==> config.mk <==
export PLATFORM = sky130hd
export DESIGN_NAME = fft_frame_ctrl
export DESIGN_NICKNAME = d
export VERILOG_FILES = /design/src/rtl/fft_frame_ctrl.sv
export SDC_FILE = /design/constraint.sdc
export NUM_CORES = 1
export LEC_CHECK = 0
export CAP_MARGIN = 20
export CORE_MARGIN = 2
export CORE_UTILIZATION = 44
export CTS_CLUSTER_DIAMETER = 150
export CTS_CLUSTER_SIZE = 14
export DETAILED_ROUTE_END_ITERATION = 6
export PLACE_DENSITY_LB_ADDON = 0.1
export REMOVE_ABC_BUFFERS = 1
export SYNTH_ARGS = -nofsm -noshare
export SYNTH_HDL_FRONTEND = slang
export SYNTH_SLANG_ARGS = --single-unit
==> constraint.sdc <==
create_clock -name clk -period 5.3 [get_ports clk]
set_input_delay 1.06 -clock clk [delete_from_list [all_inputs] [get_ports clk]]
set_output_delay 1.06 -clock clk [all_outputs]
set_load 0.02 [all_outputs]
Fig. 1: cells colored by class
The bar under the picture is 20 µm long.
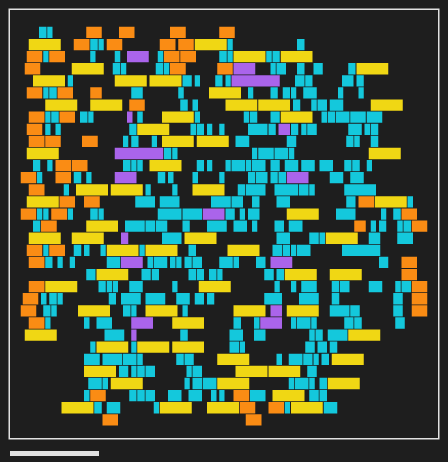
Key: cyan = remaining logic cells [cells 309, share of their area 47%]; purple = clock drivers and dummy loads [cells 16, share of their area 5.4%]; orange = remaining buffers and delay cells [cells 57, share of their area 14%]; yellow = registers [cells 65, share of their area 33%]
Seq/total area: 32.2%
final instance area: 0.00404 mm²
Rows: 33
Core Util, Final: 49.2%
Core ar.: 0.00822 mm²

Fig. 2: track usage over the die
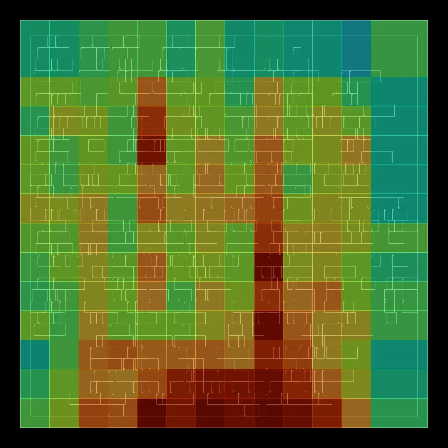
overall global routing resource usage: 26.8%
fraction of met1 tracks used by global routing: 29.8%

Fig. 3: logic cells by family
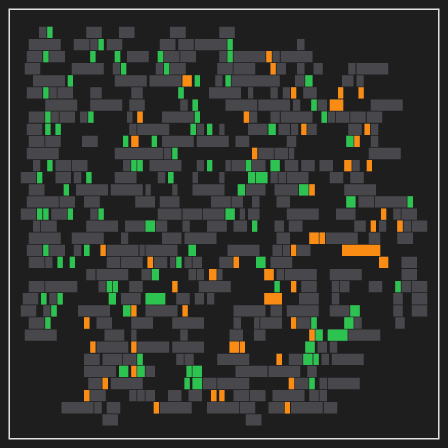
Key: green = nand cells [cells 89, where widely spread]; orange = nor cells [cells 51]
most numerous logic cell after layout: dfxtp_1
logic share of the area: 44.2%
Finished Layout Cells: 552

==> job_summary.md <==
## Implementation flow summary

| Metric | Value |
|---|---|
| Routed Wire Length | `12200 µm` |
| First-pass GRT wire length | `17300 µm` |
| Int Power | `0.845 mW` |
| P_clk | `0.466 mW` |
| Clk sinks | `~65` |
| Synth-to-Final Area Change | `8.20%` |
| Clock buf count | `11` |
| Multi-input gates | `296` |
| Tool Warnings | `25` |
| M3 GR Usage | `28.7%` |
| Status | `completed` |
| Worst-path fanout max | `4` |
| Worst R2R Path Depth | `4` |
| Switching Fraction | `26.5%` |
| NonClk Buf Share | `about 14%` |
| Tot Pwr | `about 1.1 mW` |
| Logic inverters | `13` |
| FP Util | `45.5%` |
| Yosys cell count | `around 460` |
| Max_slew headroom | `roughly two fifths` |
| Simple share | `~22%` |
| Clock slew at reported path FFs | `roughly 0.070 ns` |
| Setup crit start kind | `primary input` |
| Nets@finish | `approximately 550` |
| Dominant flop cell | `dfxtp_1` |
| Distinct lib cells used | `51` |
| Critical path's largest stage delay | `roughly 0.59 ns` |
| Largest net degree at the start of global routing | `29` |
| RSZ-0062 raised after global routing | `no` |
| Cell area leaders | `dfxtp_1 (35%), buf_4 (13%), a21oi_1 (6.6%)` |
| WS Path Type | `primary input to output port` |
| Root buffer cell | `clkbuf_8` |
| Clock Skew | `~0.0094 ns` |
| Fin. max-slew vios | `0` |
| Clock power share | `about 41%` |
| Routed WL per cell | `22.1 µm` |
| Seq pwr share | `a little under half` |
| Hold buffers post-CTS | `0` |
| Drt first pass iters | `5` |
| Worst-path cell chain | `clkdlybuf4s50_1, and3_1, clkdlybuf4s50_1` |
| Wl on met1 | `around 4800 µm` |
| Die Ht | `96.2 µm` |
No activity file was given, so power comes from the tool's default toggle rates.
